Figure 1. Signal wires on met1.
Bar = 20 um. Cells faint in the background.
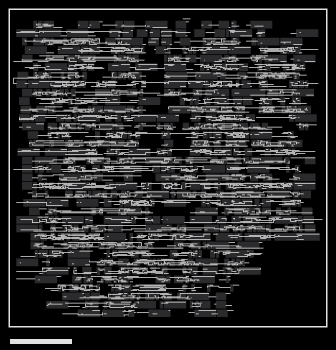
Figure 2. The metal 2 layer.
Cells faint in the background.
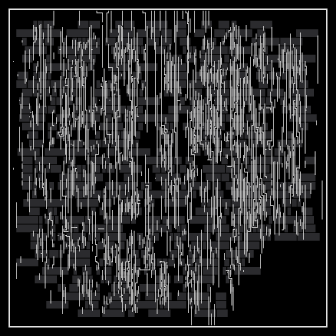
Figure 3. Met3 routing.
Bar = 20 um. Cells faint in the background.
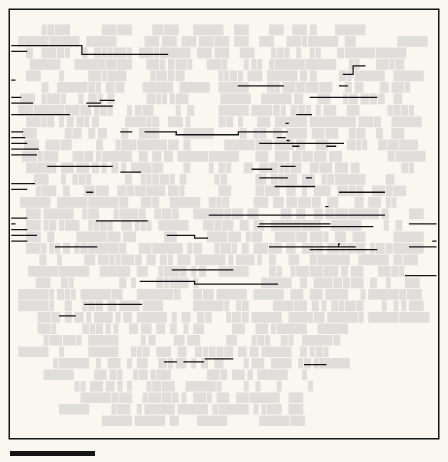
Figure 4. Sequential cells colored by netlist name.
Other sequential cells in the stronger gray, the rest of the logic in the fainter gray.
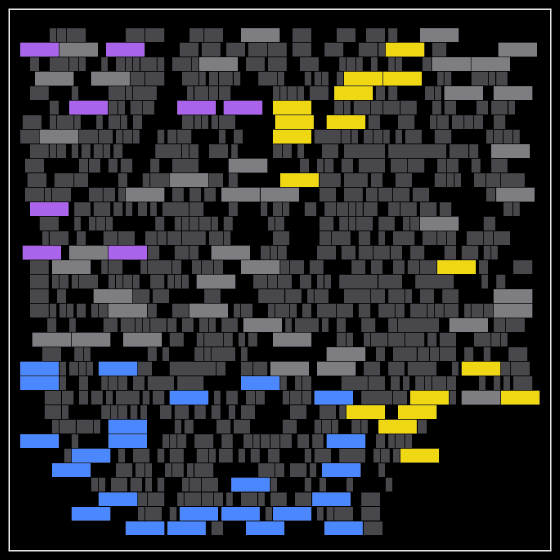
==> config.mk <==
export PLATFORM = sky130hd
export DESIGN_NAME = tune_sequencer
export DESIGN_NICKNAME = d
export VERILOG_FILES = /design/src/rtl/tune_sequencer.sv
export SDC_FILE = /design/constraint.sdc
export NUM_CORES = 1
export LEC_CHECK = 0
export CAP_MARGIN = 30
export CORE_UTILIZATION = 50
export DETAILED_ROUTE_END_ITERATION = 8
export PLACE_DENSITY = 0.71
export REMOVE_ABC_BUFFERS = 1
export SYNTH_ARGS = -nofsm -noshare
export SYNTH_HDL_FRONTEND = slang
export SYNTH_SLANG_ARGS = --single-unit
==> constraint.sdc <==
create_clock -name clk -period 3 [get_ports clk]
set_clock_uncertainty 0.1 [all_clocks]
set_input_delay 0.6 -clock clk [delete_from_list [all_inputs] [get_ports clk]]
set_output_delay 0.6 -clock clk [all_outputs]
set_load 0.005 [all_outputs]
==> summary.txt <==
CTS tree = built
Detail Route Antenna Nets = 0
Ys cells = 642
Crit Path Category = flop to flop
Placed Instance Area = 5630 um2
CP max stage delay = 0.60 ns
EDFF count, synth = 0
Final nets = 734
Core Area = 9371 um2
Routability cong. = 0.9798
Worst-margin pin slew = 0.8221 ns
Clock power frac = 36.9%
Sw Ratio = 23.60%
Setup tns final = 0 ns
Largest net degree at the start of global routing = 34
Buffer depth of the longest clock path = 2
N_diodes = 0
Gr usage total = 24.60%
Max cap viols = 0
Tool warning count = 25
Crit path launch type = flop
Hold_buf cts = 0
Initial antenna violation count = 0
Switch Pwr = 0.5352 mW
DR iter-0 viols = 153
Distinct cells, synth = 63
Final min period = 2.834 ns
Sequential fraction of the synthesis area = 36.17%
Area grow syn2layout = 18.67%
DRT Pass-1 Iters = 4
# DRC = 0
Via/cell ratio = 5.674
Max Transition Viols Final = 0
WP data arrival = 2.98 ns
Worst min-delay path class = flop to flop
I/O Pins = 47
Final hold violations = 0
Insertion Delay late pin = 0.35 ns
Avg WL per Cell = 14.59 um
CP Buf/Inv Count = 3
WP depth = 11
Period Utilization, post-route = 94.47%
Vias in the first global route = 4389
Hold depth = 2
CTS H-Tree Depth = 3
Worst Path Required = 3.14 ns
P_leak = 2.086 nW
Most common logic cell in the routed design = nand2_1
Non-filler cells, final = 825
Ys async rst share = 0%
Worst vdd ir = 0.2829 mV
Tot Pwr = 2.268 mW
Die height = 101.3 um
Leading power group = registers
Comb power frac = 9.4%
Num CTS Buffers = 9
Design internal power = 1.732 mW
MI comb area = 2960 um2
P_clk = 0.837 mW
Setup WS pre-CTS = 0.1344 ns
IO Port Bufs = 46
Clk root buf = clkbuf_8
TritonCTS Sinks = 89
Share of post-route cells with drive strength above 1 = 8.333%
Clk pin slew, worst setup/hold paths = 0.09 ns
Most used flip-flop cell = dfxtp_1
Setup Viol. Count Final = 0
Yosys Chip Area = 4926 um2
Die Span X = 101.3 um
Fill count = 906
Placed Cells = 810
Max reg flops = 24
Post-Syn Area per Cell = 7.673 um2
WHS = 0.3544 ns
Delay-heaviest family, CP = simple AND/OR/NAND/NOR gates
Initial core utilization = 52.56%
Core Rows = 35
Reg2Reg Depth = 11
Status = finished, final reports clean
Synthesized cell area = 4926 um2
Top Layout Cells = 113 x nand2_1, 89 x dfxtp_1, 66 x nor2_1
Synth Warn # = 0
Worst setup EP type = flop
Crit Path Max Fanout = 16
Slowest cell on the critical path = or4_4
FF+latch count, synth = 89
Final Cell Area = 5846 um2
Crit-path cells = inv_1, ha_1, buf_4, xnor2_1, a221oi_1, a41oi_1, or3_1, or4_4, buf_12, a31oi_1, mux2i_1
Post-DP HPWL = 8767 um
Sequential power share = 53.6%
Final WS setup = 0.1660 ns
Full die area = 10250 um2
## Picture notes: Figure 1
wire length on this layer: 5450 um
share of all routed wire: 45%
nets with wire on the layer: 678
final wirelength: 12040 um
DR vias: 4681
met1 GRT Util: 31.11%

## Picture notes: Figure 2
share of all routed wire: 49%
longest straight run: 34.0 um
main direction: vertical
met2 GRT Util: 42.44%

## Picture notes: Figure 3
main direction: horizontal
longest straight run: 41.4 um
share of all routed wire: 4.5%
wire length on this layer: 537 um
nets with wire on the layer: 54
GR Util met3: 3.934%

## Picture notes: Figure 4
[blue] unit_cnt | placed flops: 24
[yellow] hp | placed flops: 17
[purple] rom_addr | placed flops: 8 | where: north-west
not colored: 40
Core Util, Final: 62.38%
flop share of the area: 30.48%
sequential power: 1.22 mW
FF/Latch Area: 1782 um2

-- worst reg2reg max path, cell delays in order, from the launching register on --
cell,delay [ns]
dfxtp_1,0.34
inv_1,0.06
ha_1,0.23
buf_4,0.15
xnor2_1,0.12
a221oi_1,0.27
a41oi_1,0.07
or3_1,0.34
or4_4,0.60
buf_12,0.18
a31oi_1,0.18
mux2i_1,0.10
-- layout make-up --
type                            instances  area share [%]
Clock inverter                          3          0.6849
Sequential cell                        89           30.48
Multi-Input combinational cell        505           50.64
Timing Repair Buffer                   76           12.07
Clock buffer                           12           2.654
Tap cell                              129           2.761
Inverter                               11          0.7063
-- layer usage --
| metal | vias up | GRT usage [%] | routed length (um) |
|---|---|---|---|
| met4 | 0 | 8.696 | 111 |
| met3 | 12 | 3.934 | 537 |
| met5 | - | 0 | 0 |
| met1 | 2195 | 31.11 | 5449 |
| met2 | 106 | 42.44 | 5941 |
| li1 | 2368 | - | - |
-- cells in the mapped netlist, types with 8 or more instances --
library cell    n  area, um2
and3_1         14      87.58
a21oi_1        48      240.2
inv_1          11      41.29
o21ai_0        21      105.1
mux2i_1         9      90.09
nor4_1          9      56.30
nand2_1       113      424.2
nand2b_1        8      50.05
clkbuf_1       28      105.1
nor3_1         17      85.08
nand3_1        43      215.2
dfxtp_1        89       1782
nor2_1         66      247.7
nand4_1        19      118.9
xor2_1         22      192.7
xnor2_1        27      236.5
-- cells by family after synthesis --
family | share of synthesized area, %
buf+inv | 4.140
mux | 1.829
compound gates | 14.12
flops | 36.17
simple gates | 33.02
xor+xnor | 9.195
fa+ha+maj | 1.524
-- what timing repair did --
action / CTS / global route
endpoints found under the setup margin: 0 / 6
setup buffers: 0 / 0
endpoints found under the hold margin: 0 / 0
resized: 0 / 3
No activity file was given, so power comes from the tool's default toggle rates.
